### config.mk
export PLATFORM = sky130hd
export DESIGN_NAME = fetch_buffer_flat
export DESIGN_NICKNAME = d
export VERILOG_FILES = /design/src/rtl/fetch_buffer_pkg.sv /design/src/rtl/fetch_buffer_if.sv /design/src/rtl/fetch_buffer_sync_fifo.sv /design/src/rtl/fetch_buffer.sv /design/src/flat_wrapper.sv
export SDC_FILE = /design/constraint.sdc
export NUM_CORES = 1
export LEC_CHECK = 0
export CORE_UTILIZATION = 60
export DETAILED_ROUTE_END_ITERATION = 8
export PLACE_DENSITY = 0.85
export SLEW_MARGIN = 20
export SYNTH_ARGS = -nofsm -noshare
export SYNTH_HDL_FRONTEND = slang
export SYNTH_SLANG_ARGS = --single-unit
### constraint.sdc
create_clock -name clk -period 9.5 [get_ports clk]
set_clock_uncertainty 0.05 [all_clocks]
set_input_delay 0.95 -clock clk [delete_from_list [all_inputs] [get_ports clk]]
set_output_delay 0.95 -clock clk [all_outputs]
set_load 0.03 [all_outputs]
### src/rtl/fetch_buffer_pkg.sv
// Shared fetch-path definitions: data widths, fetch FSM states and the queued entry layout.
package fetch_buffer_pkg;

  localparam int XLEN    = 64;
  localparam int INSTR_W = 32;
  localparam int ENTRY_W = XLEN + INSTR_W;

  typedef enum logic [1:0] {
    ST_FETCH = 2'd0,
    ST_WAIT  = 2'd1,
    ST_DROP  = 2'd2
  } fetch_state_t;

  typedef struct packed {
    logic [XLEN-1:0]    pc;
    logic [INSTR_W-1:0] instr;
  } fetch_entry_t;

  // Instructions are word aligned, so the two low address bits are always cleared.
  function automatic logic [XLEN-1:0] align_pc(input logic [XLEN-1:0] pc);
    return {pc[XLEN-1:2], 2'b00};
  endfunction

endpackage

### src/rtl/fetch_buffer_if.sv
// Fetch buffer bus: redirect input, instruction-memory handshake and the IF/ID output handshake.
interface fetch_buffer_if;
  import fetch_buffer_pkg::*;

  logic               redirect;
  logic [XLEN-1:0]    redirect_pc;
  logic               imem_req;
  logic [31:0]        imem_addr;
  logic               imem_ready;
  logic               imem_rvalid;
  logic [INSTR_W-1:0] imem_rdata;
  logic               out_valid;
  logic [XLEN-1:0]    out_pc;
  logic [INSTR_W-1:0] out_instr;
  logic               out_ready;

  modport master (
    input  redirect, redirect_pc, imem_ready, imem_rvalid, imem_rdata, out_ready,
    output imem_req, imem_addr, out_valid, out_pc, out_instr
  );

  modport slave (
    output redirect, redirect_pc, imem_ready, imem_rvalid, imem_rdata, out_ready,
    input  imem_req, imem_addr, out_valid, out_pc, out_instr
  );

endinterface

### src/rtl/fetch_buffer_sync_fifo.sv
// Synchronous FIFO with flush; the head entry is read straight from the storage registers.
module sync_fifo #(
  parameter int WIDTH = 8,
  parameter int DEPTH = 4
) (
  input  logic                     clk,
  input  logic                     rst,
  input  logic                     push,
  input  logic [WIDTH-1:0]         push_data,
  input  logic                     pop,
  input  logic                     flush,
  output logic [WIDTH-1:0]         head_data,
  output logic [$clog2(DEPTH):0]   count
);

  localparam int AW = $clog2(DEPTH);
  localparam int CW = AW + 1;
  localparam logic [AW-1:0] PTR_ONE  = AW'(1'b1);
  localparam logic [CW-1:0] CNT_ONE  = CW'(1'b1);
  localparam logic [CW-1:0] CNT_FULL = CW'(DEPTH);

  logic [WIDTH-1:0] mem_r [DEPTH];
  logic [AW-1:0]    wr_ptr_r;
  logic [AW-1:0]    rd_ptr_r;
  logic [CW-1:0]    count_r;
  logic             push_ok_s;
  logic             pop_ok_s;

  // Qualify push/pop so the FIFO can never over- or underflow on its own.
  always_comb begin
    push_ok_s = 1'b0;
    pop_ok_s  = 1'b0;
    if (rst || flush) begin
      push_ok_s = 1'b0;
      pop_ok_s  = 1'b0;
    end else begin
      pop_ok_s  = pop && (count_r != {CW{1'b0}});
      push_ok_s = push && ((count_r != CNT_FULL) || pop_ok_s);
    end
  end

  // Entry storage.
  always_ff @(posedge clk) begin
    if (push_ok_s) begin
      mem_r[wr_ptr_r] <= push_data;
    end
  end

  // Pointers wrap naturally because DEPTH is a power of two.
  always_ff @(posedge clk) begin
    if (rst || flush) begin
      wr_ptr_r <= {AW{1'b0}};
      rd_ptr_r <= {AW{1'b0}};
      count_r  <= {CW{1'b0}};
    end else begin
      if (push_ok_s) begin
        wr_ptr_r <= wr_ptr_r + PTR_ONE;
      end
      if (pop_ok_s) begin
        rd_ptr_r <= rd_ptr_r + PTR_ONE;
      end
      case ({push_ok_s, pop_ok_s})
        2'b10:   count_r <= count_r + CNT_ONE;
        2'b01:   count_r <= count_r - CNT_ONE;
        default: count_r <= count_r;
      endcase
    end
  end

  assign head_data = mem_r[rd_ptr_r];
  assign count     = count_r;

endmodule

### src/rtl/fetch_buffer.sv
// Instruction fetch buffer: issues one imem request at a time and queues {pc, instr} for IF/ID.
module fetch_buffer
  import fetch_buffer_pkg::*;
#(
  parameter int              DEPTH    = 4,
  parameter logic [XLEN-1:0] RESET_PC = 64'h0
) (
  input logic            clk,
  input logic            rst,
  fetch_buffer_if.master bus
);

  localparam int CW = $clog2(DEPTH) + 1;
  localparam logic [CW-1:0] CNT_FULL = CW'(DEPTH);

  fetch_state_t    state_r;
  logic [XLEN-1:0] fetch_pc_r;
  logic [XLEN-1:0] req_pc_r;

  logic [CW-1:0]   count_s;
  fetch_entry_t    head_s;
  fetch_entry_t    push_entry_s;
  logic            issue_s;
  logic            accept_s;
  logic            push_s;
  logic            pop_s;
  logic            out_valid_s;
  logic            outstanding_s;

  // Issue is only possible with nothing outstanding, so count < DEPTH keeps count + outstanding <= DEPTH.
  always_comb begin
    issue_s       = 1'b0;
    outstanding_s = (state_r == ST_WAIT) || (state_r == ST_DROP);
    if (!rst && !bus.redirect && (state_r == ST_FETCH) && (count_s < CNT_FULL)) begin
      issue_s = 1'b1;
    end else begin
      issue_s = 1'b0;
    end
  end

  assign accept_s     = issue_s && bus.imem_ready;
  assign push_s       = !rst && !bus.redirect && (state_r == ST_WAIT) && bus.imem_rvalid;
  assign out_valid_s  = !rst && (count_s != {CW{1'b0}});
  assign pop_s        = out_valid_s && bus.out_ready && !bus.redirect;
  assign push_entry_s = '{pc: req_pc_r, instr: bus.imem_rdata};

  // Fetch FSM; redirect overrides everything and drops a response still in flight.
  always_ff @(posedge clk) begin
    if (rst) begin
      state_r    <= ST_FETCH;
      fetch_pc_r <= RESET_PC;
      req_pc_r   <= {XLEN{1'b0}};
    end else if (bus.redirect) begin
      fetch_pc_r <= align_pc(bus.redirect_pc);
      state_r    <= (outstanding_s && !bus.imem_rvalid) ? ST_DROP : ST_FETCH;
    end else begin
      case (state_r)
        ST_FETCH: begin
          if (accept_s) begin
            req_pc_r   <= fetch_pc_r;
            fetch_pc_r <= fetch_pc_r + 64'd4;
            state_r    <= ST_WAIT;
          end
        end
        ST_WAIT: begin
          if (bus.imem_rvalid) begin
            state_r <= ST_FETCH;
          end
        end
        ST_DROP: begin
          if (bus.imem_rvalid) begin
            state_r <= ST_FETCH;
          end
        end
        default: state_r <= ST_FETCH;
      endcase
    end
  end

  sync_fifo #(
    .WIDTH (ENTRY_W),
    .DEPTH (DEPTH)
  ) u_queue (
    .clk       (clk),
    .rst       (rst),
    .push      (push_s),
    .push_data (push_entry_s),
    .pop       (pop_s),
    .flush     (bus.redirect),
    .head_data (head_s),
    .count     (count_s)
  );

  assign bus.imem_req  = issue_s;
  assign bus.imem_addr = fetch_pc_r[31:0];
  assign bus.out_valid = out_valid_s;
  assign bus.out_pc    = head_s.pc;
  assign bus.out_instr = head_s.instr;

endmodule

### src/flat_wrapper.sv
// flat-port wrapper written by rule: the top's interface ports become plain ports
module fetch_buffer_flat import fetch_buffer_pkg::*;
#(
  parameter int              DEPTH    = 4,
  parameter logic [XLEN-1:0] RESET_PC = 64'h0
)
  (clk, rst, bus_redirect, bus_redirect_pc, bus_imem_ready, bus_imem_rvalid, bus_imem_rdata, bus_out_ready, bus_imem_req, bus_imem_addr, bus_out_valid, bus_out_pc, bus_out_instr);
  fetch_buffer_if bus_i ();
  input logic clk;
  input logic rst;
  input wire logic [$bits(bus_i.redirect)-1:0] bus_redirect;
  input wire logic [$bits(bus_i.redirect_pc)-1:0] bus_redirect_pc;
  input wire logic [$bits(bus_i.imem_ready)-1:0] bus_imem_ready;
  input wire logic [$bits(bus_i.imem_rvalid)-1:0] bus_imem_rvalid;
  input wire logic [$bits(bus_i.imem_rdata)-1:0] bus_imem_rdata;
  input wire logic [$bits(bus_i.out_ready)-1:0] bus_out_ready;
  output wire logic [$bits(bus_i.imem_req)-1:0] bus_imem_req;
  output wire logic [$bits(bus_i.imem_addr)-1:0] bus_imem_addr;
  output wire logic [$bits(bus_i.out_valid)-1:0] bus_out_valid;
  output wire logic [$bits(bus_i.out_pc)-1:0] bus_out_pc;
  output wire logic [$bits(bus_i.out_instr)-1:0] bus_out_instr;
  assign bus_i.redirect = bus_redirect;
  assign bus_i.redirect_pc = bus_redirect_pc;
  assign bus_i.imem_ready = bus_imem_ready;
  assign bus_i.imem_rvalid = bus_imem_rvalid;
  assign bus_i.imem_rdata = bus_imem_rdata;
  assign bus_i.out_ready = bus_out_ready;
  assign bus_imem_req = bus_i.imem_req;
  assign bus_imem_addr = bus_i.imem_addr;
  assign bus_out_valid = bus_i.out_valid;
  assign bus_out_pc = bus_i.out_pc;
  assign bus_out_instr = bus_i.out_instr;
  fetch_buffer #(.DEPTH(DEPTH), .RESET_PC(RESET_PC)) u_core (.clk(clk), .rst(rst), .bus(bus_i));
endmodule
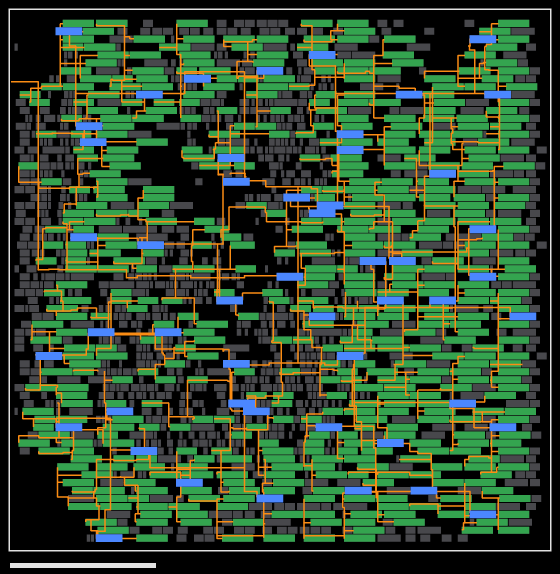
(run_1/clk_routes.png)
Bar = 50 um.
[orange] clock wires | length: 5260 um
[green] flip-flops | count: 511
[blue] clock drivers | count: 50
flops lie	spread over the die
clock group power: 1.94 mW
Latency at later pin: 0.55 ns
Clock Power Share: 42.7%

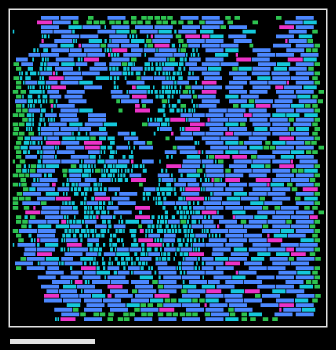
(run_1/placement_by_type.png)
Bar = 50 um.
color	class	cells
magenta	clock drivers and dummy loads	93
blue	sequential cells	511
green	remaining buffers and delay cells	238
cyan	combinational and other logic	728
Seq/total area: 57.9%
Rows: 66

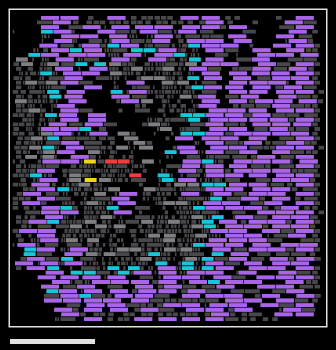
(run_1/flops_by_reg.png)
Bar = 50 um.
color	signal	flops
red	u_core.u_queue.count	3
purple	u_core.u_queue.mem_r	376
cyan	u_core.req_pc_r	62
yellow	u_core.state_r	2
not colored	68
register area: 0.0140 sq mm
Seq power: 2.43 mW
final design utilization: 73.5%

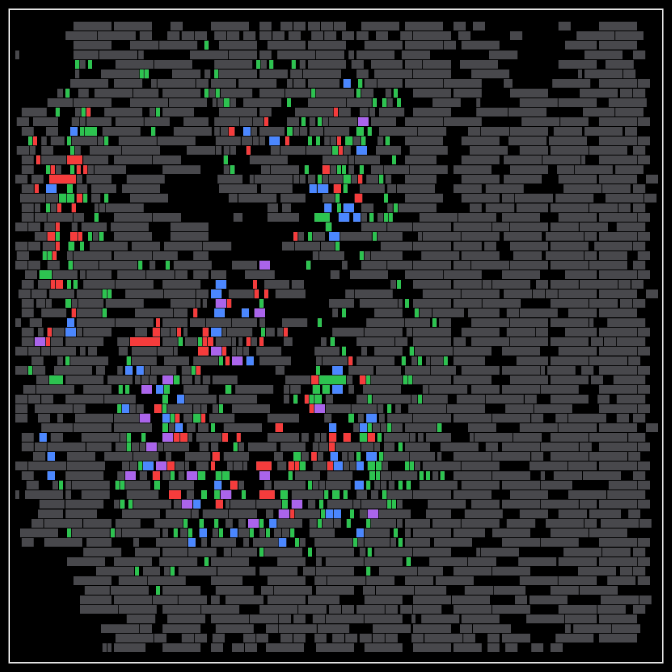
(run_1/logic_types.png)
color	family	cells
green	nand cells	223
red	nor cells	85
purple	xor and xnor cells	23
blue	and/or cells	52
logic share of the area: 23.1%
most used logic cell in the final layout: edfxtp_1
Post-Layout Cell Count: 2012

==> Changelog: implementation, run 1 <==
## Implementation

- Largest area contributor in the netlist: edfxtp_1
- Synth top cell by count: edfxtp_1
- First-pass GRT wire length: 68.7 mm
- Hold EP: u_core.req_pc_r[2]
- Sw Ratio: between 20% and 30%
- FMAX: 237 MHz
- Pwr per Cell Area: around 190 mW/mm^2
- Post-DP Area: ~0.023 sq mm
- Setup crit start kind: flop
- Setup TNS: 0 ns
- Hold-fix buffers, CTS: 0
- Setup ws final: 5.28 ns
- Comb power: 0.174 mW
- WP data arrival: 3.22 ns
- GPL Wtd Cong: 0.811
- Setup Buffers After CTS: 0
- Avg Vias per Cell: 6.17
- RSZ-0062 raised after global routing: false
- Largest net degree at the start of global routing: 76
- Syn Area/Cell: roughly 15 sq um
- CP delay by family, top: buffers and inverters
- Synth Seq Share: ~69%
- Global route overflow: 0
- Place WS: just over 5 ns
- R2r endpoint: u_core.u_queue.mem_r[3][4]
- Io pins: 232
- Post-synth ARST share: 0%
- Vias in the first global route: 12200
- Cell depth of the worst hold path: 2
- PortBufs: 225
- Sequential share of power: about 54%
- Wire per inst: approximately 23 um
- Post-route ant nets: 0
- Top_reg_cell synth: edfxtp_1
- Initial drt markers: about 1200
- Worst-path fanout max: 38
- CTS max path bufs: 3
- YS chip area: roughly 0.02 sq mm
- Status: completed
- Synth cell count leaders: 376 x edfxtp_1, 182 x nand2_1, 135 x dfxtp_1
- Int Power: ~3.6 mW
- Yosys reg bits: around 510
- Drc violations: 0
- PnR Total Power: between 4 and 5 mW
- Top Consumer: registers
- All-Layer GR Usage: 26.7%
- Worst R2R Setup Slack: 6.29 ns
- Yosys cell count: 1353
- CP Data Required Time: 8.50 ns
- Post-DP HPWL: between 20 and 30 mm
- Die area: 0.0344 sq mm
- Cts bufs inserted: approximately 50
- Vias after detailed routing: 12400
- Slowest stage delay, CP: ~0.72 ns
- Nature of the critical path endpoint: output port
- Root Driver: clkbuf_16
- YS warnings: 0
- Cell Type Count: between 50 and 60
- CTS tree: done
- Critical-path cell list: buf_4 > mux4_2 > clkdlybuf4s50_1
- Tcrit/Tclk final: 44.4%
- Gate power share: between 3 and 4%
- Core area: 0.0329 sq mm
- Max IR drop VDD: 0.130 mV
- Slowest cell on crit path: buf_4
- Max-cap violation count: 0
- Final instance area: approximately 0.024 sq mm
- Cts repair resizes: 0
- Final setup vio count: 0
- H-tree Lvls: 2
- Main area contributors: edfxtp_1 56%, dfxtp_1 13%, mux4_2 10%
- Net Sw Power: between 0.9 and 1 mW
- DIE WIDTH: between 150 and 200 um
- Post-synth EDFFs: 376
- Top-area cell share: a little under three fifths
- WHS: roughly 0.45 ns
- Die y size: 185 um
- Top Layout Cells: 376 x edfxtp_1, 223 x clkdlybuf4s50_1, 181 x nand2_1
- Worst path buffer plus inverter count: 2
- Slew @ Worst Pin: 1.13 ns
- Final net count: 1640
- Area of the mapped netlist: roughly 0.020 sq mm
- Final Hold Viols: 0
- Share of layout cells above drive strength 1: 13.5%
- ANT cells: 0
- Period minus WS final: between 4 and 5 ns
- Critical R2R Launch: u_core.state_r[1]
- Synthesized instance count: ~1400
- Worst rel slew slack: around a quarter
- Worst hold start: u_core.req_pc_r[2]
- P_leak: just under 8 nW
- Worst-path clk slew: around 0.060 ns
- Initial antenna violation count: 3
- Clk sinks: between 500 and 600
- Area Overhead vs Synth: 19.6%
- Tally of OpenROAD warnings: 32
- Placed insts: about 1900
- Max Slew Vio Count: 0
-- run 1: routing by layer --
| metal | up-vias | track usage (%) | share of wire, % |
|---|---|---|---|
| met4 | 6 | 9.12 | 2.8 |
| met2 | 618 | 42.6 | 48 |
| met5 | - | 0 | 0.088 |
| li1 | 5503 | - | - |
| met1 | 6199 | 37.0 | 40 |
| met3 | 92 | 5.30 | 8.6 |
-- run 1: flip-flops by register name, indices dropped and copies added (netlist names), named ones only --
register,count
u_core.u_queue.count,3
u_core.u_queue.wr_ptr_r,2
u_core.fetch_pc_r,62
u_core.req_pc_r,62
u_core.state_r,2
u_core.u_queue.mem_r,376
u_core.u_queue.rd_ptr_r,2
-- run 1: worst max path at each step --
stage,start,end,slack (ns),depth (start not counted)
floorplan,rst,u_core.u_queue.mem_r[0][0],4.64,5
global placement,rst,u_core.u_queue.mem_r[3][29],5.11,5
detailed placement,rst,u_core.u_queue.mem_r[3][6],5.09,5
CTS,flop,bus_out_pc[59],5.21,3
global route,flop,bus_out_pc[59],5.07,3
finish,flop,bus_out_pc[59],5.28,3
-- run 1: cell type report --
| type | instances | area [sq um] |
|---|---|---|
| Fill cell | 2026 | 8710 |
| Sequential cell | 511 | 14000 |
| Clock buffer | 77 | 1490 |
| Timing Repair Buffer | 238 | 2340 |
| Inverter | 12 | 45.0 |
| Clock inverter | 16 | 148 |
| Tap cell | 442 | 553 |
| Multi-Input combinational cell | 716 | 5590 |
-- run 1: kinds of logic (layout without fill, tap and decap cells) --
kind of cell / count (synthesis) / after routing / share of synthesized area [%]
compound gates: 217 / 217 / 6.24
xor+xnor: 23 / 23 / 0.998
fa+ha+maj: 9 / 9 / 0.595
buf+inv: 129 / 343 / 3.22
flops: 511 / 511 / 69.3
mux: 103 / 103 / 11.0
other cells: 1 / 4 / 0.0186
simple gates: 360 / 360 / 8.68
--- run 2 (diff from run 1) ---
--- a/config.mk
+++ b/config.mk
@@ -5,9 +5,9 @@
 export SDC_FILE = /design/constraint.sdc
 export NUM_CORES = 1
 export LEC_CHECK = 0
-export CORE_UTILIZATION = 60
+export CORE_UTILIZATION = 51
 export DETAILED_ROUTE_END_ITERATION = 8
-export PLACE_DENSITY = 0.85
+export PLACE_DENSITY = 0.76
 export SLEW_MARGIN = 20
 export SYNTH_ARGS = -nofsm -noshare
 export SYNTH_HDL_FRONTEND = slang
==> constraint.sdc (replaced) <==
create_clock -name clk -period 3.85 [get_ports clk]
set_clock_uncertainty 0.05 [all_clocks]
set_input_delay 0.385 -clock clk [delete_from_list [all_inputs] [get_ports clk]]
set_output_delay 0.385 -clock clk [all_outputs]
set_load 0.03 [all_outputs]
==> Changelog: implementation, run 2 <==
## Implementation

- Status: completed
- Final setup vio count: 0
- Largest area contributor in the netlist: edfxtp_1
- Die area: roughly 0.04 sq mm
- Post-synth EDFFs: roughly 380
- Setup ws final: roughly 0.58 ns
- Initial antenna violation count: 0
- Final net count: 1668
- Sw Ratio: around 21%
- CTS max path bufs: 3
- Cts repair resizes: 0
- Tally of OpenROAD warnings: 34
- Max-cap violation count: 0
- Slowest cell on crit path: dfxtp_4
- Die y size: 201 um
- Max Slew Vio Count: 0
- CP Data Required Time: 3.41 ns
- Cell Type Count: approximately 59
- RSZ-0062 raised after global routing: false
- CTS tree: done
- Top Consumer: registers
- GPL Wtd Cong: 0.799
- Vias after detailed routing: between 10000 and 15000
- FMAX: ~310 MHz
- Setup crit start kind: flop
- Latency at later pin: between 0.5 and 0.6 ns
- YS warnings: 0
- Area of the mapped netlist: 0.0202 sq mm
- Slowest stage delay, CP: slightly below 0.7 ns
- Post-DP HPWL: around 29 mm
- Clk sinks: 511
- Drc violations: 0
- Yosys reg bits: ~510
- Post-synth ARST share: 0%
- YS chip area: between 0.02 and 0.025 sq mm
- Post-DP Area: between 0.02 and 0.025 sq mm
- Worst rel slew slack: roughly two fifths
- Io pins: around 230
- Worst path buffer plus inverter count: 2
- DIE WIDTH: around 200 um
- Wire per inst: about 22 um
- Initial drt markers: between 1000 and 1500
- WP data arrival: 2.84 ns
- Avg Vias per Cell: 5.80
- PnR Total Power: roughly 11 mW
- Synth top cell by count: edfxtp_1
- Net Sw Power: ~2.3 mW
- Setup Buffers After CTS: 0
- Comb power: between 0.4 and 0.5 mW
- Critical-path cell list: buf_12 > mux4_2 > clkdlybuf4s50_1
- Place WS: roughly 0.95 ns
- Most used logic cell in the final layout: edfxtp_1
- Max IR drop VDD: between 0.3 and 0.4 mV
- Pwr per Cell Area: 453 mW/mm^2
- Period minus WS final: about 3.3 ns
- Setup TNS: 0 ns
- Clock Power Share: 42.3%
- PortBufs: roughly 230
- Slew @ Worst Pin: roughly 0.9 ns
- Global route overflow: 0
- Starting Density: a little over half
- Root Driver: clkbuf_16
- Share of layout cells above drive strength 1: 14.8%
- Logic area: between 0.005 and 0.006 sq mm
- Int Power: between 8 and 9 mW
- Sequential share of power: between 50% and 60%
- Syn Area/Cell: 14.9 sq um
- Largest register by flop count: u_core.u_queue.mem_r
- ANT cells: 0
- Vias in the first global route: about 12000
- All-Layer GR Usage: between 20% and 30%
- H-tree Lvls: 2
- Worst-path fanout max: 26
- Largest register FFs: 376
- Top_reg_cell synth: edfxtp_1
- Biggest regs: u_core.u_queue.mem_r x376, u_core.fetch_pc_r x62, u_core.req_pc_r x62
- Area Overhead vs Synth: 21.9%
- Hold-fix buffers, CTS: 0
- Worst-path clk slew: 0.06 ns
- Top-area cell share: 55.9%
- Synth cell count leaders: 376 x edfxtp_1, 182 x nand2_1, 135 x dfxtp_1
- Gate power share: 4.0%
- Yosys cell count: about 1400
- First-pass GRT wire length: roughly 71 mm
- Synthesized instance count: between 1000 and 1500
- CP delay by family, top: buffers and inverters
- Top Layout Cells: 376 x edfxtp_1, 223 x clkdlybuf4s50_1, 181 x nand2_1
- Tcrit/Tclk final: a little over four fifths
- Cts bufs inserted: ~50
- FILL cells: between 2000 and 3000
- Synth Seq Share: slightly below 70%
- Main area contributors: edfxtp_1 56%, dfxtp_1 13%, mux4_2 10%
- P_leak: roughly 8 nW
- Largest net degree at the start of global routing: 101
- Post-route ant nets: 0
[run 2: cell counts after synthesis]
Identical to the previous run, type by type.
[run 2: through the flow]
stage,instances,hold WS [ns]
final,2116,0.222
after floorplan,1356,0.395
after CTS,2116,0.188
after global routing,2116,0.230
after global placement,2023,0.419
after detailed placement,2023,0.434
[run 2: final timing paths]
check / from / depth (start not counted) / slack, ns / to
min reg2reg: u_core.req_pc_r[7] / 2 / 0.45 / u_core.req_pc_r[7]
max: flop / 3 / 0.58 / bus_out_pc[31]
max reg2reg: u_core.fetch_pc_r[41] / 6 / 1.01 / u_core.fetch_pc_r[49]
min: bus_redirect / 3 / 0.22 / u_core.fetch_pc_r[62]
[run 2: cell families (layout without fill, tap and decap cells)]
| group | after synthesis | after routing | share of synthesized area, % |
|---|---|---|---|
| flip-flops | 511 | 511 | 69.3 |
| AND/OR/NAND/NOR | 360 | 360 | 8.68 |
| AND-OR/OR-AND | 217 | 217 | 6.24 |
| buffers and inverters | 129 | 371 | 3.22 |
| multiplexers | 103 | 103 | 11.0 |
| XOR/XNOR | 23 | 23 | 0.998 |
| adder cells (fa/ha/maj) | 9 | 9 | 0.595 |
| other | 1 | 4 | 0.0186 |
[run 2: layout make-up]
cell class / count / area share [%]
Clock buffer: 75 / 5.83
Clock inverter: 18 / 0.610
Tap cell: 518 / 2.63
Inverter: 12 / 0.183
Multi-Input combinational cell: 716 / 22.7
Sequential cell: 511 / 56.9
Timing Repair Buffer: 266 / 11.2
[run 2: metal layers]
| metal | share of wire, % | track usage (%) |
|---|---|---|
| met1 | 43 | 32.1 |
| met2 | 47 | 35.5 |
| met3 | 7.5 | 5.08 |
| met4 | 2.4 | 8.04 |
| met5 | 0 | 0 |
[run 2: worst min-delay path, stage by stage]
cell and delay [ns]:
buf_2 0.17, a21oi_1 0.16, o22ai_1 0.08
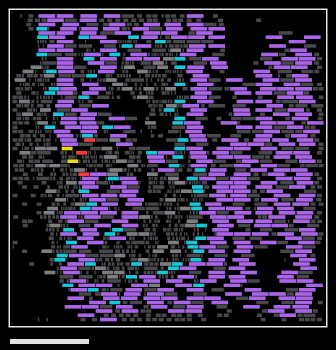
(run_2/flops_by_reg.png)
Bar = 50 um.
color	signal	flops
red	u_core.u_queue.count	3
purple	u_core.u_queue.mem_r	376
yellow	u_core.state_r	2
cyan	u_core.req_pc_r	62
not colored	68
final design utilization: 63.4%
Seq power: 5.99 mW

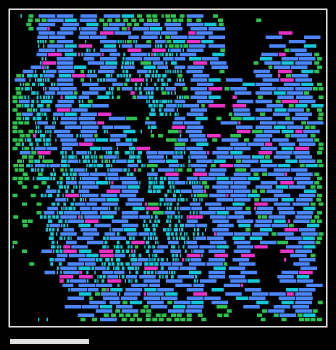
(run_2/placement_by_type.png)
Bar = 50 um.
color	class	cells
green	remaining buffers and delay cells	266
cyan	combinational and other logic	728
magenta	clock drivers and dummy loads	93
blue	sequential cells	511
final instance area: 0.0246 sq mm
core area: 0.0388 sq mm
Rows: 72

==> run_2/logic_types.png <==
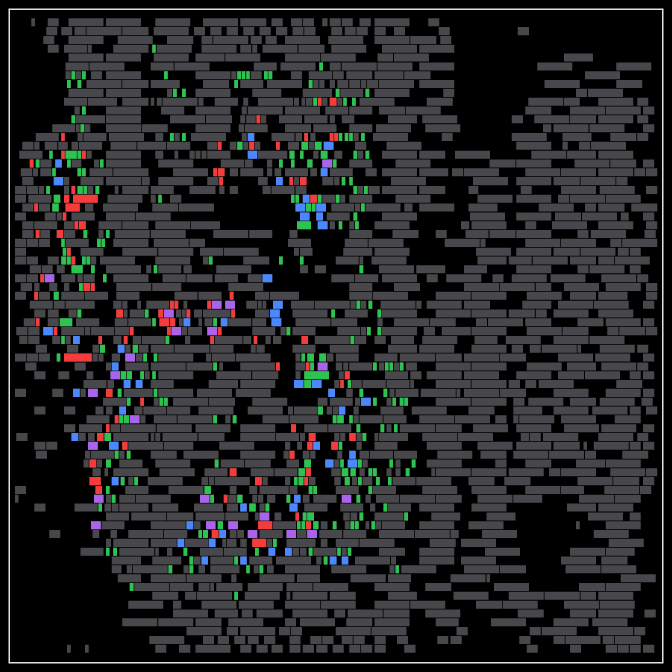

--- run 3 (diff from run 2) ---
==> constraint.sdc (replaced) <==
create_clock -name clk -period 2.9 [get_ports clk]
set_clock_uncertainty 0.05 [all_clocks]
set_input_delay 0.29 -clock clk [delete_from_list [all_inputs] [get_ports clk]]
set_output_delay 0.29 -clock clk [all_outputs]
set_load 0.03 [all_outputs]
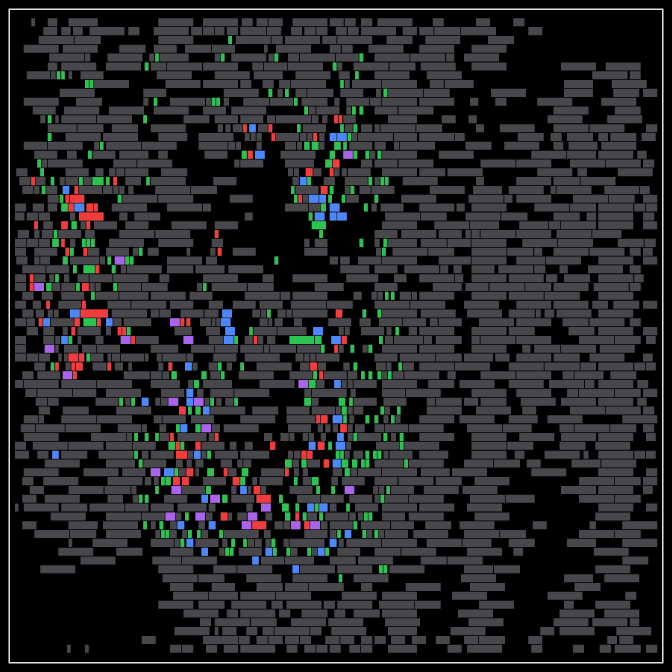
(run_3/logic_types.png)
color	family	cells
red	nor cells	85
green	nand cells	223
purple	xor and xnor cells	23
blue	and/or cells	52
Post-Layout Cell Count: 2132
logic share of the area: 22.3%

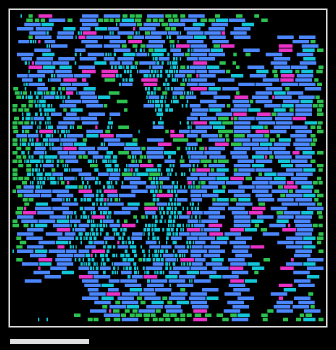
(run_3/placement_by_type.png)
Bar = 50 um.
color	class	cells
cyan	combinational and other logic	728
magenta	clock drivers and dummy loads	93
blue	sequential cells	511
green	remaining buffers and delay cells	282
final instance area: 0.0250 sq mm
final design utilization: 64.4%
Seq/total area: 56.0%

==> Changelog: implementation, run 3 <==
## Implementation

- Status: completed
- Met3 WL post-DR: ~3.5 mm
- YS chip area: 0.0202 sq mm
- Drc violations: 0
- Worst-path fanout max: 24
- CTS tree: done
- WP data arrival: approximately 2.5 ns
- Worst R2R Setup Slack: roughly 0.30 ns
- Critical R2R Launch: u_core.state_r[1]
- CP Capture Point: bus_out_pc[13]
- Max Slew Vio Count: 0
- Largest register FFs: approximately 380
- Root Driver: clkbuf_16
- Cell count along the critical path: 3
- Nature of the critical path endpoint: output port
- Max IR drop VDD: between 0.4 and 0.5 mV
- ANT cells: 0
- DIE WIDTH: roughly 200 um
- Post-DP HPWL: approximately 30 mm
- Final setup vio count: 0
- Post-route ant nets: 0
- Register area: 0.0140 sq mm
- Syn Area/Cell: approximately 15 sq um
- Worst rel slew slack: approximately 29%
- DRT met1 WL: around 20 mm
- Area Overhead vs Synth: 23.9%
- Vias after detailed routing: 12300
- Synth Seq Share: 69.3%
- Yosys simple share: under 10%
- Cell Type Count: just under 60
- Starting Density: 52.0%
- Initial antenna violation count: 3
- GPL Wtd Cong: about 0.8
- FMAX: 353 MHz
- Yosys cell count: around 1400
- R2r endpoint: u_core.fetch_pc_r[9]
- Core area: around 0.039 sq mm
- XOR/XNOR Fraction of Synth Area: less than 1%
- Worst path buffer plus inverter count: 2
- Latency at later pin: between 0.5 and 0.6 ns
- Top_reg_cell synth: edfxtp_1
- Logic Gate Count: a little over 700
- Synthesized instance count: between 1000 and 1500
- Aoi share: just over 6%
- Share of layout cells above drive strength 1: ~17%
- YS warnings: 0
- Post-synth EDFFs: roughly 380
- Largest area contributor in the netlist: edfxtp_1
- Final Hold Viols: 0
- Slew @ Worst Pin: about 1.1 ns
- H-tree Lvls: 2
- Die y size: roughly 200 um
- Logic area: 0.00559 sq mm
- CP Data Required Time: approximately 2.6 ns
- Yosys reg bits: just over 500
- Layout clock area frac: about 7.1%
- Setup ws final: ~0.066 ns
- Rows: between 70 and 80
- Setup crit start kind: flop
- Area of the mapped netlist: ~0.02 sq mm
- FILL cells: ~2800
- Slowest stage delay, CP: 0.61 ns
- Max-cap violation count: 0
- Vias in the first global route: approximately 12000
- Avg Vias per Cell: between 5 and 6
- Place WS: approximately 0.35 ns
- CTS max path bufs: 3
- Die area: 0.0404 sq mm
- Slowest cell on crit path: clkdlybuf4s50_1
- Synth top cell by count: edfxtp_1
- Post-synth ARST share: 0%
- PnR Total Power: around 15 mW
- Top sig layer: met5
- Worst-path clk slew: about 0.060 ns
- Top Layout Cells: 376 x edfxtp_1, 181 x nand2_1, 133 x clkdlybuf4s50_1, 133 x dfxtp_1, 113 x a21oi_1
- Clk sinks: roughly 510
- WHS: just over 0.05 ns
- Io pins: about 230
[run 3: cell counts after synthesis]
Identical to the previous run, type by type.
[run 3: layer usage]
layer | track usage, % | vias up
li1 | - | 5595
met1 | 32.3 | 6122
met2 | 37.6 | 492
met3 | 4.94 | 87
met4 | 7.12 | 4
met5 | 0 | -
[run 3: worst min-delay path by stage]
stage          slack, ns                    endpoint             startpoint  cells after the start
2_1_floorplan       0.34  u_core.u_queue.mem_r[0][0]      bus_imem_rdata[0]                      0
3_3_place_gp        0.42         u_core.req_pc_r[43]  u_core.fetch_pc_r[43]                      2
3_5_place_dp        0.43         u_core.req_pc_r[43]  u_core.fetch_pc_r[43]                      2
4_1_cts             0.02           u_core.state_r[0]                    rst                      3
5_1_grt             0.04           u_core.state_r[0]                    rst                      3
6_report            0.05           u_core.state_r[0]                    rst                      3
[run 3: timing repair]
item                       in CTS  in global routing
setup endpoints to repair      82                 48
setup buffers                   4                  0
gates resized                  35                 48
[run 3: stage by stage]
| stage | area [sq um] | cells | util [%] | TNS [ns] |
|---|---|---|---|---|
| finish | 25000 | 2132 | 64.4 | 0 |
| global route | 25000 | 2132 | 64.4 | -0.0464 |
| CTS | 24900 | 2132 | 64.1 | -0.111 |
| detailed placement | 23100 | 2035 | 59.5 | 0 |
| global placement | 23100 | 2035 | 59.5 | 0 |
| floorplan | 20200 | 1356 | - | -107.88 |
[run 3: worst min-delay path: cells and delay by family]
family                 cells  cell delay [ns]
AND-OR/OR-AND              1             0.13
buffers and inverters      1             0.12
AND/OR/NAND/NOR            1             0.10
[run 3: power by group]
group,internal (mW),switching (mW),total [mW]
sequential,7.86,0.0981,7.95
combinational,0.264,0.327,0.591
clock,4.10,2.73,6.83
total,12.2,3.15,15.4
No activity file was given, so power comes from the tool's default toggle rates.
